**Run 1: where the registers sit**

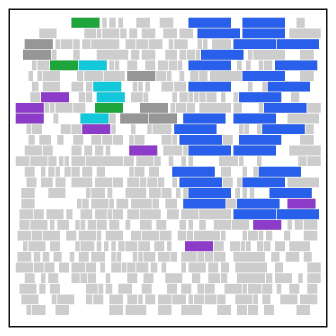
**Run 1: metal layers overlaid**

Bar = 20 um.
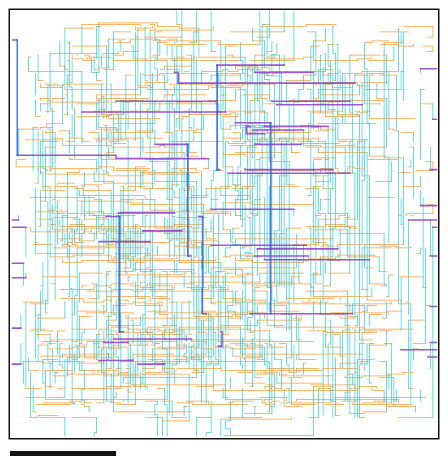
**Run 1: clock wires, drivers and flops**

Bar = 20 um.
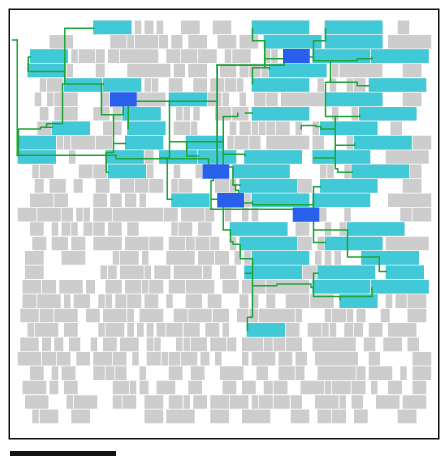
**Run 1: clock wiring as the flow saved it**

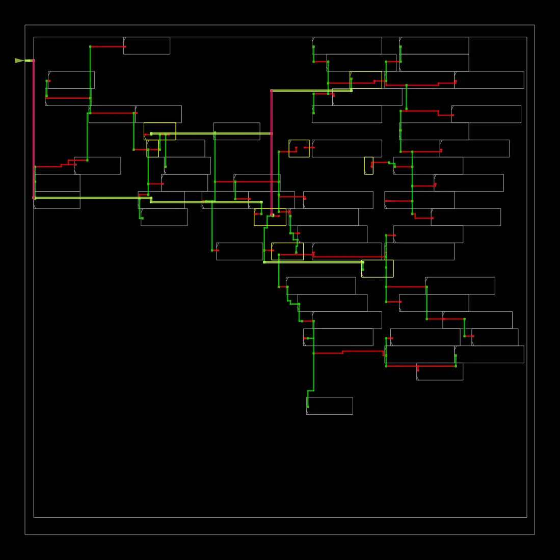
Design tt_adder_acc, sky130hd; sources not shown.
==> metrics.log, run 1 <==
[report] extracting results
INFO  metric worst-path-max-fanout = 4
INFO  metric most-common-layout-cells = sky130_fd_sc_hd__nor2_1, sky130_fd_sc_hd__buf_4, sky130_fd_sc_hd__clkdlybuf4s50_1, sky130_fd_sc_hd__edfxtp_1, sky130_fd_sc_hd__inv_1
INFO  metric clock.latency.late_pin = 0.31 ns
INFO  metric post-route-worst-setup-slack = 0.0906 ns
INFO  metric floorplan.initialDensity = 59.4%
INFO  metric globalRouteMet2Util = 48.2%
INFO  metric report.power.total = 0.00283 W
INFO  metric worst_r2r_path_depth = 10
INFO  metric post-route-min-period = 2.53 ns
INFO  metric place.port_buffers = 35
INFO  metric initial_antenna_violation_count = 0
INFO  metric setup_tns = 0 ns
INFO  metric die_width = 80.8 um
INFO  metric share_of_async_settable_or_async_resettable_flops_after_synthesis = 0%
INFO  metric placedCellCount = 514
INFO  metric ys_cells = 366
INFO  metric netlist_area = 0.00354 mm2
INFO  metric nNetsFinal = 502
INFO  metric clk_path_buf_depth = 2
INFO  metric dpl.hpwl = 6710 um
INFO  metric drt_pre_antenna_iters = 4
INFO  metric synthFlopType = sky130_fd_sc_hd__edfxtp_1
INFO  metric initialDrtViolationCount = 240
INFO  metric synth.distinct_cells = 52
INFO  metric rows = 28
INFO  metric synthTopCellsByArea = sky130_fd_sc_hd__edfxtp_1, sky130_fd_sc_hd__dfxtp_1, sky130_fd_sc_hd__ha_1
INFO  metric required = 2.79 ns
INFO  metric numClockSinks = 53
INFO  metric ios = 36
INFO  metric cts-root-buf = sky130_fd_sc_hd__clkbuf_8
INFO  metric synth_area_per_cell = 9.67 um2
INFO  metric timing_worst_slew_pin_value = 0.532 ns
INFO  metric dp_slack = -0.375 ns
INFO  metric grt_pass1_vias = 2,931
INFO  metric report.final.setup_viol = 0
INFO  metric postRouteAntennaNets = 0
INFO  metric yosys-stat-area = 0.00354 mm2
INFO  metric synthToLayoutAreaGrowth = 26.8%
INFO  metric final_common_cell = sky130_fd_sc_hd__nor2_1
INFO  metric path_class = in -> reg
INFO  metric multi_input_comb_area = 0.00206 mm2
INFO  metric non_filler_instance_count_after_layout = 522
INFO  metric clock_tree.htree_level_count = 2
INFO  metric placeableCoreArea = 0.00596 mm2
INFO  metric drv.max_cap_violation_count = 0
INFO  metric ys_seq_share = 39.0%
INFO  metric timing.fmax = 395 MHz
INFO  metric postSynthRegisterBits = 53
INFO  metric top_layer = met4
INFO  metric grt_use_met1 = 38.1%
INFO  metric routed-wl-met2 = 4480 um
INFO  metric leading_area_contributor_after_synthesis = sky130_fd_sc_hd__edfxtp_1
INFO  metric wl_met3 = 464 um
INFO  metric hold_path_depth = 2
INFO  metric clk_pin_slew_worst_paths = 0.10 ns
INFO  metric postPlaceCellArea = 0.00432 mm2
INFO  metric setup.worst_path.start_class = input pin
INFO  metric gr-max-usage-layer = met2
INFO  metric fin_crit_sh = 96.5%
INFO  metric synthesis.nets = 422
INFO  metric final_hold_slack = 0.475 ns
INFO  metric cellPowerDensity = 632 mW/mm2
INFO  metric post-synth-top-area-fraction = 27.2%
INFO  metric met1Wirelength = 3800 um
INFO  metric regToRegSetupSlack = 0.37 ns
INFO  metric largest_reg_flops = 32
INFO  metric grt_use_met3 = 4.49%
INFO  metric timing.critical_path.to_type = flop
INFO  metric worst_clock_skew = 0.0120 ns
INFO  metric common_cells = sky130_fd_sc_hd__nor2_1, sky130_fd_sc_hd__edfxtp_1, sky130_fd_sc_hd__ha_1
INFO  metric cts_tree = built
INFO  metric leakagePower = 1.82 nW
INFO  metric grt_start_max_net_pins = 17
INFO  metric maxSlewViolCount = 0
INFO  metric synth_instances = 366
INFO  metric drt_drc_violations_left = 0
INFO  metric worstHoldPathType = reg -> reg
INFO  metric rsz_0062_raised_after_global_routing = true
INFO  metric tally_of_openroad_warnings = 39
INFO  metric status = completed
INFO  metric vias_per_cell = 5.71
INFO  metric die_span_y = 80.8 um
INFO  metric critical_path_arrival = 2.70 ns
INFO  metric cts_hold_repair.buffers = 0
INFO  metric post_route_cells_drive_above_1_share = 21.5%
INFO  metric layout.cell_area.non_filler = 0.00449 mm2
INFO  metric fillers = 494
INFO  metric yosysMostFrequentCell = sky130_fd_sc_hd__nor2_1
INFO  metric worst_slew_margin_rel = 64.4%
INFO  metric grt-ovfl-total = 0
INFO  metric die_area = 0.00653 mm2
INFO  metric synth-edff-count = 32
INFO  metric grt_pass1_wl = 14,000 um
INFO  metric place.gp.congestion = 0.913
INFO  metric n_antenna_cell = 0
INFO  metric final-hold-violation-count = 0
INFO  metric vdd_drop_max = 0.000581 V
INFO  metric ys_warn_count = 0
About 'where the registers sit':
acc: marked purple, sequential cells 8. mem_cy: marked cyan, sequential cells 4. mem_res: marked blue, sequential cells 32. count: marked green, sequential cells 3.
Sequential cell area: 0.00138 mm2
fraction of area in registers: 30.8%
Final Util: 75.3%

About 'metal layers overlaid':
metal 2: marked cyan, wire length 4,480 um. metal 4: marked blue, wire length 139 um. metal 1: marked orange, wire length 3,800 um. metal 3: marked purple, wire length 465 um.
all-layer global routing usage: 28.9%
Routed WL per cell: 17.0 um
overall routed net length: 8880 um
count of vias placed by the detailed router: 2,982

About 'clock wires, drivers and flops':
clock wires: marked green, length 522 um. clock drivers: marked blue, count 5. flip-flops: marked cyan, count 53.
There are 6 routed clock nets.
Clock power frac: 15.7%
power consumed by the clock network: 0.000446 W

About 'clock wiring as the flow saved it':
clk_buf instances: 6
number of buffers inserted during clock tree synthesis: 5

-- run 1: power breakdown --
group | leakage, nW | switching, W | internal [W] | total [W]
Combinational | 1.28 | 0.000681 | 0.000633 | 0.00131
Clock | 0.0417 | 0.000256 | 0.000190 | 0.000446
Sequential | 0.504 | 0.0000816 | 0.000992 | 0.00107
Total | 1.82 | 0.00102 | 0.00181 | 0.00283
-- run 1: critical path, cell delays in order --
cell                              delay [ns]
sky130_fd_sc_hd__clkdlybuf4s50_1        0.43
sky130_fd_sc_hd__buf_4                  0.15
sky130_fd_sc_hd__ha_1                   0.30
sky130_fd_sc_hd__nor2b_2                0.17
sky130_fd_sc_hd__o31a_1                 0.28
sky130_fd_sc_hd__o31a_1                 0.27
sky130_fd_sc_hd__buf_4                  0.15
sky130_fd_sc_hd__o21bai_1               0.13
sky130_fd_sc_hd__o2111a_2               0.28
sky130_fd_sc_hd__a311oi_2               0.13
-- run 1: logic make-up after synthesis --
| kind of cell | after synthesis | synth area share (%) |
|---|---|---|
| simple gates | 129 | 17.3 |
| mux | 11 | 6.29 |
| buf+inv | 46 | 5.09 |
| compound gates | 78 | 15.7 |
| fa+ha+maj | 34 | 12.9 |
| xor+xnor | 15 | 3.71 |
| flops | 53 | 39.0 |
-- run 1: repair_timing --
item / CTS / global route
pin swaps: 1 / 6
endpoints found under the hold margin: 0 / 0
gates resized: 4 / 19
setup buffers: 0 / 0
setup endpoints to repair: 9 / 20
-- run 1: final cells by class --
class | instances | area share (%)
inverters | 30 | 2.51
repair buffers | 89 | 16.8
multi-input cells | 267 | 45.8
clock buffers | 6 | 1.62
clock inverters | 2 | 0.307
well taps | 75 | 2.09
flip-flops and latches | 53 | 30.8
--- run 2 (diff from run 1) ---
--- a/config.mk
+++ b/config.mk
@@ -5,8 +5,9 @@
 export SDC_FILE = /design/constraint.sdc
 export NUM_CORES = 1
 export LEC_CHECK = 0
+export ABC_CLOCK_PERIOD_IN_PS = 2940
 export CAP_MARGIN = 20
-export CORE_UTILIZATION = 57
+export CORE_UTILIZATION = 60
 export DETAILED_ROUTE_END_ITERATION = 7
 export PLACE_DENSITY_LB_ADDON = 0.05
 export SYNTH_ARGS = -nofsm -noshare
==> constraint.sdc (replaced) <==
create_clock -name clk -period 2.94 [get_ports clk]
set_input_delay 0.441 -clock clk [delete_from_list [all_inputs] [get_ports clk]]
set_output_delay 0.441 -clock clk [all_outputs]
set_load 0.02 [all_outputs]
**Run 2: where the registers sit**

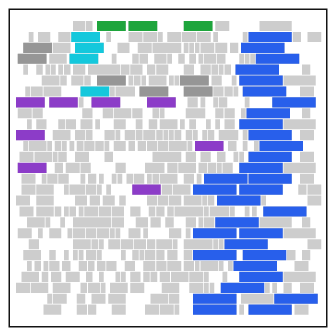
fraction of area in registers: 32.8%
P_seq: 0.000950 W

==> run 2 against run 1 <==
  * First-iteration DRC count decreased by 13%
  * Global-route usage fell by 2.0 points
  * Clock-buffer cell count rose by 1
  * Clock skew decreased by 0.0080 ns
  * Worst setup slack improved by 0.11 ns
  * Largest power group unchanged
==> metrics.log, run 2 <==
[report] extracting results
INFO  metric postRouteAntennaNets = 0
INFO  metric layout.cell_area.non_filler = 0.00421 mm2
INFO  metric clock.latency.late_pin = 0.30 ns
INFO  metric maxSlewViolCount = 0
INFO  metric worst_clock_skew = 0.00397 ns
INFO  metric most-common-layout-cells = sky130_fd_sc_hd__nor2_1, sky130_fd_sc_hd__clkdlybuf4s50_1, sky130_fd_sc_hd__edfxtp_1, sky130_fd_sc_hd__ha_1, sky130_fd_sc_hd__inv_1
INFO  metric report.final.setup_viol = 0
INFO  metric dp_slack = -0.0742 ns
INFO  metric final-hold-violation-count = 0
INFO  metric vdd_drop_max = 0.000384 V
INFO  metric numClockSinks = 53
INFO  metric synth.distinct_cells = 52
INFO  metric leading_area_contributor_after_synthesis = sky130_fd_sc_hd__edfxtp_1
INFO  metric timing.fmax = 366 MHz
INFO  metric path_cells = clkdlybuf4s50_1 > buf_4 > ha_1 > inv_1 > fa_1 > o21bai_1 > a211oi_1 > xor2_1 > a221oi_1 > buf_4 > nor2_1
INFO  metric post_drt_wl_per_cell = 15.5 um
INFO  metric post-route-min-period = 2.73 ns
INFO  metric grt-ovfl-total = 0
INFO  metric drt_drc_violations_left = 0
INFO  metric synthesis.nets = 422
INFO  metric cts_hold_repair.buffers = 0
INFO  metric p_int = 0.00158 W
INFO  metric vias = 2,866
INFO  metric grt_start_max_net_pins = 21
INFO  metric cts-root-buf = sky130_fd_sc_hd__clkbuf_8
INFO  metric setup.worst_path.start_class = input pin
INFO  metric final_core_util = 75.0%
INFO  metric critical_path.most_common_cell = sky130_fd_sc_hd__buf_4
INFO  metric cp_num_buf_inv = 4
INFO  metric ys_cells = 366
INFO  metric ys_seq_share = 39.0%
INFO  metric critical_path_arrival = 2.79 ns
INFO  metric dpl.hpwl = 6110 um
INFO  metric fin_crit_sh = 93.0%
INFO  metric floorplan.initialDensity = 63.1%
INFO  metric status = completed
INFO  metric drt_pre_antenna_iters = 4
INFO  metric rows = 27
INFO  metric synthTopCellsByArea = sky130_fd_sc_hd__edfxtp_1, sky130_fd_sc_hd__dfxtp_1, sky130_fd_sc_hd__ha_1
INFO  metric grt.total_usage = 26.9%
INFO  metric worst_r2r_path_depth = 10
INFO  metric initialDrtViolationCount = 208
INFO  metric cts_tree = built
INFO  metric postSynthRegisterBits = 53
INFO  metric synth_instances = 366
INFO  metric n_antenna_cell = 0
INFO  metric cpMaxStageDelayCell = sky130_fd_sc_hd__clkdlybuf4s50_1
INFO  metric die_area = 0.00621 mm2
INFO  metric timing.critical_path.to_type = flop
INFO  metric worst-path-max-fanout = 4
INFO  metric cts-buffers-inserted = 5
INFO  metric regToRegSetupSlack = 0.64 ns
INFO  metric grt_pass1_wl = 12,800 um
INFO  metric postPlaceCellArea = 0.00412 mm2
INFO  metric required = 3.00 ns
INFO  metric clk_pin_slew_worst_paths = 0.09 ns
INFO  metric synthFlopType = sky130_fd_sc_hd__edfxtp_1
INFO  metric grt_pass1_vias = 2,749
INFO  metric timing_worst_slew_pin_value = 0.439 ns
INFO  metric non_filler_instance_count_after_layout = 493
INFO  metric hold_path_depth = 2
INFO  metric placeableCoreArea = 0.00561 mm2
INFO  metric p_sw_share = 35.1%
INFO  metric routed_wl = 7630 um
INFO  metric ios = 36
INFO  metric power.net_switching = 0.000851 W
INFO  metric synthToLayoutAreaGrowth = 18.8%
INFO  metric cts_resized = 0
INFO  metric fillers = 436
INFO  metric worstHoldPathType = reg -> reg
INFO  metric clk_path_buf_depth = 2
INFO  metric post-route-worst-setup-slack = 0.205 ns
INFO  metric yosys-stat-area = 0.00354 mm2
INFO  metric common_cells = sky130_fd_sc_hd__nor2_1, sky130_fd_sc_hd__edfxtp_1, sky130_fd_sc_hd__ha_1
INFO  metric comb_power_share = 44.6%
INFO  metric critical-path-max-stage-delay = 0.51 ns
INFO  metric power.clock.fraction = 16.3%
INFO  metric cellPowerDensity = 577 mW/mm2
INFO  metric worst-path-stages = 11
INFO  metric synth_area_per_cell = 9.67 um2
INFO  metric rsz_0062_raised_after_global_routing = false
INFO  metric die_width = 78.8 um
INFO  metric share_of_async_settable_or_async_resettable_flops_after_synthesis = 0%
[run 2: cell counts after synthesis]
Identical to the previous run, type by type.
[run 2: through the flow]
stage	setup TNS [ns]	hold slack, ns	total power, W
after global placement	-0.0516	0.450	0.00202
final	0	0.461	0.00243
after floorplan	0	0.440	0.00165
after detailed placement	-0.274	0.455	0.00205
after CTS	0	0.467	0.00244
after global routing	0	0.488	0.00257
[run 2: layout make-up]
cell class | count | area, um2 | share of cell area (%)
multi-input combinational | 267 | 1980 | 47.0
sequential | 53 | 1380 | 32.8
timing repair buffer | 63 | 561 | 13.3
inverter | 30 | 113 | 2.68
tap | 72 | 90.1 | 2.14
clock buffer | 7 | 76.3 | 1.81
clock inverter | 1 | 7.51 | 0.179
[run 2: logic make-up after synthesis]
group	synth area share, %
buffers and inverters	5.09
adders and majority gates	12.9
muxes	6.29
DFF	39.0
xor gates and xnor gates	3.71
AOI/OAI and AO/OA	15.7
and+or+nand+nor	17.3
[run 2: power by group through the flow]
| stage | registers, W | clock network (W) | logic (W) |
|---|---|---|---|
| final | 0.000950 | 0.000395 | 0.00108 |
| after global routing | 0.000962 | 0.000424 | 0.00118 |
| after CTS | 0.000950 | 0.000400 | 0.00109 |
| after detailed placement | 0.000967 | 0 | 0.00108 |
| after global placement | 0.000962 | 0 | 0.00106 |
| after floorplan | 0.000963 | 0 | 0.000686 |
[run 2: metal layers]
metal | global-route usage (%) | share of wire, % | vias up
met2 | 47.7 | 51 | 86
met3 | 3.79 | 4.6 | 15
met5 | 0 | 0 | -
met1 | 33.3 | 42 | 1356
li1 | - | - | 1409
met4 | 9.44 | 2.0 | 0
Power figures rest on the tool's default switching activity, not on a simulated workload.
